--- src/rtl/ps2_pkg.sv ---
// Shared types and scancode constants for the PS/2 keyboard receive path.
package ps2_pkg;

  typedef enum logic [1:0] {
    IDLE   = 2'd0,
    DATA   = 2'd1,
    PARITY = 2'd2,
    STOP   = 2'd3
  } frame_state_t;

  localparam logic [7:0] PS2_EXT        = 8'hE0;
  localparam logic [7:0] PS2_BREAK      = 8'hF0;
  localparam logic [7:0] PS2_PAUSE      = 8'hE1;
  localparam logic [2:0] PAUSE_TAIL_LEN = 3'd7;

  // Controller/ack bytes that never represent a key.
  function automatic logic is_non_key(input logic [7:0] b);
    return (b == 8'h00) || (b == 8'hAA) || (b == 8'hEE) || (b == 8'hFA) ||
           (b == 8'hFC) || (b == 8'hFE) || (b == 8'hFF);
  endfunction

endpackage

--- src/rtl/ps2_clk_filter.sv ---
// Synchronises ps2_clk/ps2_data and debounces the clock; emits a one-cycle
// pulse when the filtered clock falls.
module ps2_clk_filter #(
  parameter int FILTER_LEN = 8
) (
  input  logic clk,
  input  logic reset_n,
  input  logic ps2_clk,
  input  logic ps2_data,
  output logic data_sync,
  output logic fall
);

  localparam logic [7:0] CNT_LAST = 8'(FILTER_LEN - 1);

  logic [1:0] clk_sync;
  logic [1:0] dat_sync;
  logic       filt;
  logic       filt_d1;
  logic [7:0] cnt;

  always_ff @(posedge clk or negedge reset_n) begin
    if (!reset_n) begin
      clk_sync <= 2'b11;
      dat_sync <= 2'b11;
      filt     <= 1'b1;
      filt_d1  <= 1'b1;
      cnt      <= 8'd0;
    end else begin
      clk_sync <= {clk_sync[0], ps2_clk};
      dat_sync <= {dat_sync[0], ps2_data};
      filt_d1  <= filt;
      // cnt tracks how long the synchronised clock has disagreed with filt
      if (clk_sync[1] == filt) begin
        cnt <= 8'd0;
      end else if (cnt == CNT_LAST) begin
        filt <= clk_sync[1];
        cnt  <= 8'd0;
      end else begin
        cnt <= cnt + 8'd1;
      end
    end
  end

  assign fall      = filt_d1 & ~filt;
  assign data_sync = dat_sync[1];

endmodule

--- src/rtl/ps2_keyboard_rx.sv ---
// PS/2 frame receiver with scancode folding (E0/F0 prefixes, E1 Pause).
// state  | meaning
// IDLE   | waiting for a start bit
// DATA   | shifting in 8 data bits, LSB first
// PARITY | waiting for the odd-parity bit
// STOP   | waiting for the stop bit; validates the frame
module ps2_keyboard_rx
  import ps2_pkg::*;
#(
  parameter int FILTER_LEN     = 8,
  parameter int TIMEOUT_CYCLES = 100000
) (
  input  logic       clk,
  input  logic       reset_n,
  input  logic       ps2_clk,
  input  logic       ps2_data,
  output logic [7:0] rx_byte,
  output logic       rx_valid,
  output logic       rx_parity_err,
  output logic       rx_frame_err,
  output logic [7:0] key_code,
  output logic       key_ext,
  output logic       key_released,
  output logic       key_strobe
);

  localparam int            TW       = $clog2(TIMEOUT_CYCLES);
  localparam logic [TW-1:0] TMO_LAST = TW'(TIMEOUT_CYCLES - 1);

  logic         data;
  logic         fall;
  frame_state_t state, state_d;
  logic [2:0]   bit_cnt;
  logic [7:0]   shreg;
  logic         par;
  logic [TW-1:0] tmo_cnt;
  logic         valid_d, perr_d, ferr_d;
  logic         ext, rel;
  logic [2:0]   skip_cnt;

  ps2_clk_filter #(.FILTER_LEN(FILTER_LEN)) u_filter (
    .clk      (clk),
    .reset_n  (reset_n),
    .ps2_clk  (ps2_clk),
    .ps2_data (ps2_data),
    .data_sync(data),
    .fall     (fall)
  );

  always_comb begin
    state_d = state;
    valid_d = 1'b0;
    perr_d  = 1'b0;
    ferr_d  = 1'b0;
    case (state)
      IDLE:   if (fall && !data) state_d = DATA;
      DATA:   if (fall && bit_cnt == 3'd7) state_d = PARITY;
      PARITY: if (fall) state_d = STOP;
      STOP: begin
        if (fall) begin
          state_d = IDLE;
          if (data && (^shreg ^ par)) valid_d = 1'b1;
          else if (!data)             ferr_d  = 1'b1;
          else                        perr_d  = 1'b1;
        end
      end
      default: state_d = IDLE;
    endcase
    if (state != IDLE && !fall && tmo_cnt == TMO_LAST) begin
      state_d = IDLE;
      ferr_d  = 1'b1;
    end
  end

  always_ff @(posedge clk or negedge reset_n) begin
    if (!reset_n) begin
      state         <= IDLE;
      bit_cnt       <= 3'd0;
      shreg         <= 8'd0;
      par           <= 1'b0;
      tmo_cnt       <= '0;
      rx_byte       <= 8'd0;
      rx_valid      <= 1'b0;
      rx_parity_err <= 1'b0;
      rx_frame_err  <= 1'b0;
    end else begin
      state         <= state_d;
      rx_valid      <= valid_d;
      rx_parity_err <= perr_d;
      rx_frame_err  <= ferr_d;
      if (valid_d) rx_byte <= shreg;
      if (state == IDLE || fall) tmo_cnt <= '0;
      else                       tmo_cnt <= tmo_cnt + 1'b1;
      if (fall) begin
        case (state)
          IDLE: bit_cnt <= 3'd0;
          DATA: begin
            shreg   <= {data, shreg[7:1]};
            bit_cnt <= bit_cnt + 3'd1;
          end
          PARITY: par <= data;
          default: ;
        endcase
      end
    end
  end

  // Scancode layer runs one cycle behind the byte pulses.
  always_ff @(posedge clk or negedge reset_n) begin
    if (!reset_n) begin
      ext          <= 1'b0;
      rel          <= 1'b0;
      skip_cnt     <= 3'd0;
      key_code     <= 8'd0;
      key_ext      <= 1'b0;
      key_released <= 1'b0;
      key_strobe   <= 1'b0;
    end else begin
      key_strobe <= 1'b0;
      if (rx_parity_err || rx_frame_err) begin
        ext      <= 1'b0;
        rel      <= 1'b0;
        skip_cnt <= 3'd0;
      end else if (rx_valid) begin
        if (skip_cnt != 3'd0) begin
          skip_cnt <= skip_cnt - 3'd1;
        end else if (rx_byte == PS2_EXT) begin
          ext <= 1'b1;
        end else if (rx_byte == PS2_BREAK) begin
          rel <= 1'b1;
        end else if (rx_byte == PS2_PAUSE) begin
          skip_cnt <= PAUSE_TAIL_LEN;
          ext      <= 1'b0;
          rel      <= 1'b0;
        end else if (is_non_key(rx_byte)) begin
          ext <= 1'b0;
          rel <= 1'b0;
        end else begin
          key_code     <= rx_byte;
          key_ext      <= ext;
          key_released <= rel;
          key_strobe   <= 1'b1;
          ext          <= 1'b0;
          rel          <= 1'b0;
        end
      end
    end
  end

endmodule
--- config.mk ---
export PLATFORM = sky130hd
export DESIGN_NAME = ps2_keyboard_rx
export DESIGN_NICKNAME = d
export VERILOG_FILES = /design/src/rtl/ps2_pkg.sv /design/src/rtl/ps2_clk_filter.sv /design/src/rtl/ps2_keyboard_rx.sv
export SDC_FILE = /design/constraint.sdc
export NUM_CORES = 1
export LEC_CHECK = 0
export CAP_MARGIN = 10
export CORE_UTILIZATION = 55
export CTS_CLUSTER_DIAMETER = 80
export DETAILED_ROUTE_END_ITERATION = 6
export PLACE_DENSITY = 0.73
export SETUP_SLACK_MARGIN = 0.5
export SYNTH_ARGS = -nofsm -noshare
export SYNTH_HDL_FRONTEND = slang
export SYNTH_SLANG_ARGS = --single-unit
--- constraint.sdc ---
create_clock -name clk -period 2.58 [get_ports clk]
set_input_delay 0.774 -clock clk [delete_from_list [all_inputs] [get_ports clk]]
set_output_delay 0.774 -clock clk [all_outputs]
set_load 0.05 [all_outputs]
run_1/final_congestion.png
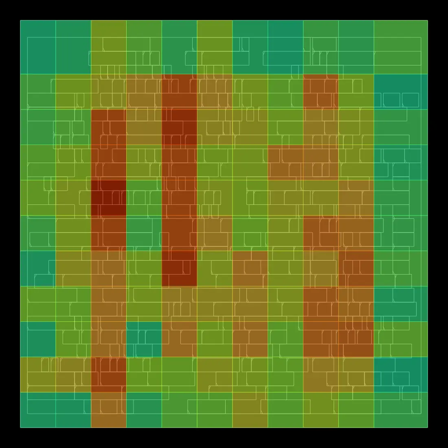
GRT Overall Usage: 21.3%
met2 Use GR: 34.4%
Final Util: 69.5%
GRT Max-Usage Layer: met2

run_1/drive_strength.png
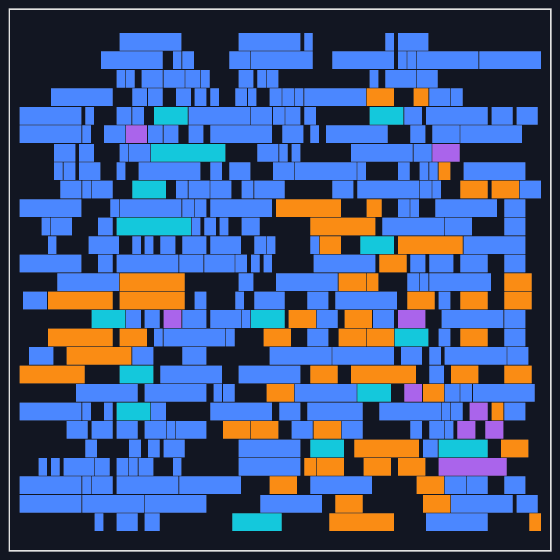
| color | size | cells | share |
|---|---|---|---|
| cyan | drive 6 and up | 15 | 4.6% |
| purple | drive 3 to 4 | 9 | 2.8% |
| orange | drive 2 | 52 | 16% |
| blue | drive 1 or less | 251 | 77% |

==> flow_summary.json, run 1 <==
{
  "status": "complete, no violations",
  "cts.htree.levels": 3,
  "grt_pass1_wl_um": 10200,
  "cts_max_path_buffers": 2,
  "synth_top_area_share_pct": 50.0,
  "avgSynthCellArea_um2": 11.5,
  "nNonClkInverters": 11,
  "layout_top_cells": "dfrtp_1, nor2_1, mux2_2, xnor2_1",
  "clkbuf_count": 11,
  "min_delay_worst_endpoint": "u_filter.clk_sync[1]",
  "globalplace.congestion": 0.824,
  "num_vias": 2189,
  "coreArea_um2": 5640,
  "cp_data_required_time_ns": 2.81,
  "antenna_found_initial": 0,
  "tapCellCount": 72,
  "cp-endpoint": "key_code[1]",
  "post-synth-top-count-cell": "dfrtp_1",
  "cts.repair.resized": 38,
  "io_pins": 26,
  "sh_seq_area_pct": 46.3,
  "synth_simple_gate_area_share_pct": 15.3,
  "synth-area-yosys_um2": 3300,
  "critPathCaptureType": "register",
  "p_clk_share_pct": 34.9,
  "nMultiInputCombCells": 196,
  "regToRegSetupSlack_ns": 0.56,
  "critical_path.cell_chain": "buf_4 -> maj3_2 -> a311o_1 -> a41oi_4 -> buf_12 -> mux2_2",
  "internal_power_w": 0.00207,
  "dieHeight_um": 79.5,
  "yosys-dominant-comb-family": "simple AND/OR/NAND/NOR gates",
  "final_nets": 336,
  "clk_pin_slew_ns": 0.08,
  "rsz0062_at_grt": "no",
  "grt_max_degree": 37,
  "power.group.top": "sequential cells",
  "dieArea_um2": 6320,
  "final-clk-cell-share_pct": 5.87,
  "aoi_share_pct": 6.52,
  "synth_top_cell_by_area": "dfrtp_1",
  "area_delta_synth_final_pct": 18.8,
  "drv_cap": 0,
  "cts-buffers-inserted": 9,
  "synth_top_flop_cell": "dfrtp_1",
  "drtAntennaViolNets": 0,
  "cpPeakStageDelay_ns": 0.45,
  "grt_pass1_vias": 2217,
  "vias_per_cell": 5.49,
  "nNonClkBuffers": 32,
  "cts_setup_buffers": 1,
  "r2r_start": "rx_byte[1]",
  "clock-root-buffer": "clkbuf_8",
  "whs_ns": 0.355,
  "swShare_pct": 28.4,
  "syn_area_um2": 3300,
  "min_path_type": "register to register",
  "synthArstFlopShare_pct": 100,
  "holdPathStages": 0,
  "place_area_um2": 3650,
  "n_antenna_cell": 0,
  "setup_ws_ns": 0.565,
  "ys_sh_adder_pct": 4.13,
  "p_seq_share_pct": 46.1,
  "path_max_fanout": 8,
  "fin_crit_ns": 2.02,
  "synth_flops": 72,
  "edf_count": 0
}
run_1/met3.png
Cells faint in the background.
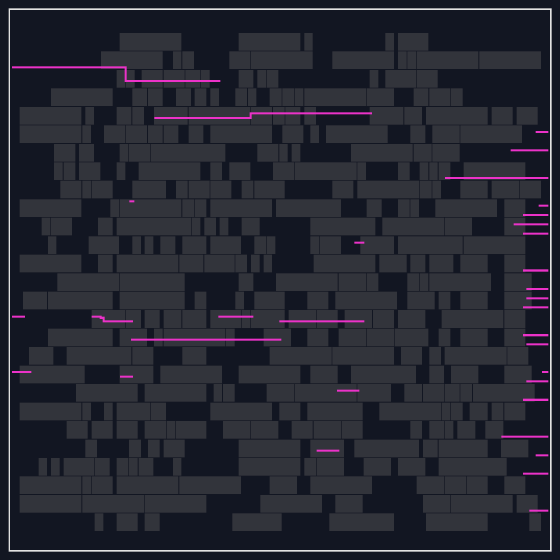
nets with wire on the layer: 24
wire length on this layer: 198 um

run 1: routing by layer:
metal | track usage, % | vias up | wire length [um]
met1 | 27.0 | 1065 | 2580
met2 | 34.4 | 33 | 2590
met5 | 0 | - | 0
li1 | - | 1079 | -
met3 | 5.60 | 12 | 197
met4 | 9.27 | 0 | 110
run 1: state kept, by name, summed over array words and instances, names as in the netlist, 2 cells and up:
name / count
key_code: 8
bit_cnt: 3
skip_cnt: 3
u_filter.cnt: 8
u_filter.clk_sync: 2
state: 2
tmo_cnt: 17
shreg: 8
u_filter.dat_sync: 2
rx_byte: 8
run 1: critical path: cells and delay by family (launching register included):
kind,cells,cell delay [ns]
compound gates,2,0.53
fa+ha+maj,1,0.29
mux,1,0.33
buf+inv,2,0.30
flops,1,0.45
run_1/gate_families.png
The bar under the picture is 20 um long.
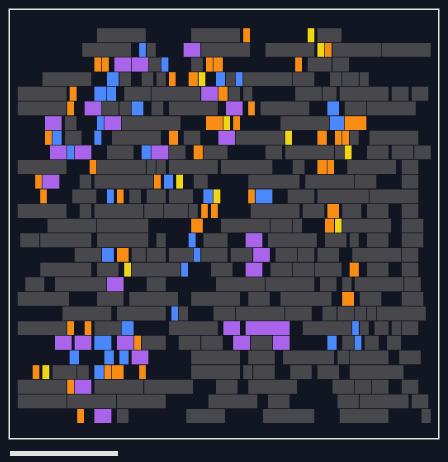

==> run 2: changes to the inputs <==
- CORE_UTILIZATION: 55 -> 52
- PLACE_DENSITY: 0.73 -> 0.72
- clock period: 2.58 -> 1.68 ns (I/O delays scaled with it)
run_2/gate_families.png
The bar under the picture is 20 um long.
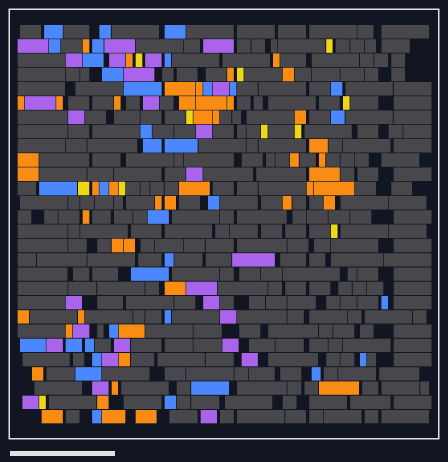
| color | family | cells |
|---|---|---|
| purple | XOR/XNOR gates | 27 |
| yellow | inverters | 11 |
| orange | NOR gates | 47 |
| blue | NAND gates | 35 |

==> flow_summary.json, run 2 <==
{
  "status": "complete, but fails checks",
  "violations": "setup timing",
  "use_met2_pct": 46.3,
  "drv_cap": 0,
  "p_seq_share_pct": 35.6,
  "whs_ns": 0.113,
  "critPathCaptureType": "register",
  "dieArea_um2": 6670,
  "wl_met1_um": 3810,
  "grt_pass1_vias": 2650,
  "ys_sh_adder_pct": 4.13,
  "fin_crit_ns": 2.01,
  "cts-buffers-inserted": 9,
  "post-synth-top-count-cell": "dfrtp_1",
  "min_path_type": "input port to async pin",
  "power.group.top": "combinational logic",
  "cts_max_path_buffers": 2,
  "synth_top_flop_cell": "dfrtp_1",
  "synth_top_cell_by_area": "dfrtp_1",
  "largest_reg_flops": 17,
  "drtAntennaViolNets": 0,
  "synth_flops": 72,
  "routed-wl-met2_um": 5550,
  "layout_top_cells": "buf_4, dfrtp_1, buf_6, buf_12, nor2_1",
  "r2r_start": "rx_byte[2]",
  "cts.htree.levels": 3,
  "edf_count": 0,
  "rsz0062_at_grt": "yes",
  "final_nets": 425,
  "num_vias": 2888,
  "tapCellCount": 75,
  "synthArstFlopShare_pct": 100,
  "area_delta_synth_final_pct": 67.6,
  "final-clk-cell-share_pct": 3.60,
  "setup_violations": 28,
  "synth_simple_gate_area_share_pct": 15.3,
  "grt_max_degree": 23,
  "gr-usage-all-layers_pct": 26.3,
  "grt_pass1_wl_um": 12600,
  "antenna_found_initial": 0,
  "yosys-dominant-comb-family": "simple AND/OR/NAND/NOR gates",
  "n_antenna_cell": 0,
  "setup_ws_ns": -0.328,
  "grt_use_met3_pct": 4.78,
  "cp_data_required_time_ns": 1.91,
  "nMultiInputCombCells": 198,
  "nNonClkBuffers": 119,
  "vias_per_cell": 5.88,
  "cp-endpoint": "key_code[2]",
  "place_area_um2": 4190,
  "synth-area-yosys_um2": 3300,
  "grt.busiest_layer": "met2",
  "internal_power_w": 0.00385,
  "swShare_pct": 34.6,
  "nNonClkInverters": 11,
  "p_clk_share_pct": 24.3,
  "clock-root-buffer": "clkbuf_8",
  "coreArea_um2": 6030,
  "largest-register": "tmo_cnt",
  "avgSynthCellArea_um2": 11.5,
  "sh_seq_area_pct": 33.0,
  "syn_area_um2": 3300,
  "synth_top_area_share_pct": 50.0,
  "top_signal_layer_used": "met4",
  "clkbuf_count": 13,
  "fin_util_pct": 91.8,
  "globalplace.congestion": 0.789,
  "path_max_fanout": 8,
  "postCtsHoldBufs": 0,
  "clk_pin_slew_ns": 0.08,
  "wl_met3_um": 531,
  "io_pins": 26
}
run_2/drive_strength.png
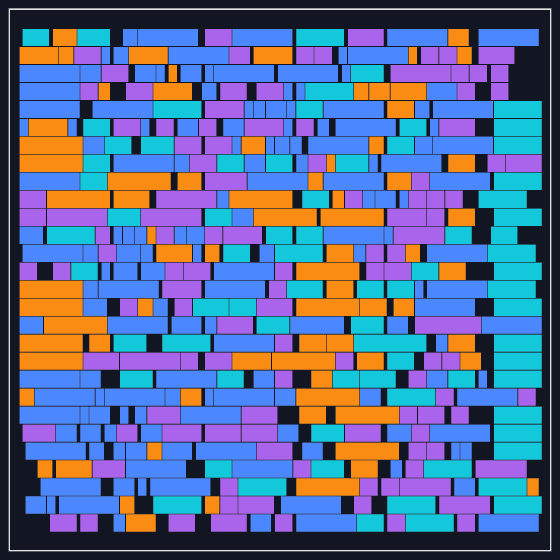
| color | size | cells | share |
|---|---|---|---|
| blue | drive 1 or less | 155 | 37% |
| purple | drive 3 to 4 | 114 | 27% |
| orange | drive 2 | 74 | 18% |
| cyan | drive 6 and up | 73 | 18% |

## run 2: metrics by stage
step / power [W] / TNS [ns] / setup WS (ns)
floorplan: 0.00282 / -2.98 / -0.344
global placement: 0.00305 / -2.42 / -0.158
detailed placement: 0.00310 / -2.96 / -0.198
CTS: 0.00515 / -2.78 / -0.189
global route: 0.00612 / -6.44 / -0.346
finish: 0.00589 / -5.44 / -0.328
## run 2: worst max-delay path, stage by stage, from the launching register on
cell and delay (ns):
dfrtp_2 0.45, maj3_2 0.36, a311o_1 0.34, a41oi_4 0.23, buf_12 0.17, mux2_2 0.34
## run 2: what timing repair did
action,4_1_cts,5_1_grt
pin swaps,37,38
buffers inserted,34,25
endpoints found under the setup margin,86,87
gates cloned,1,1
resized,86,65
Power and IR drop assume default switching activity.
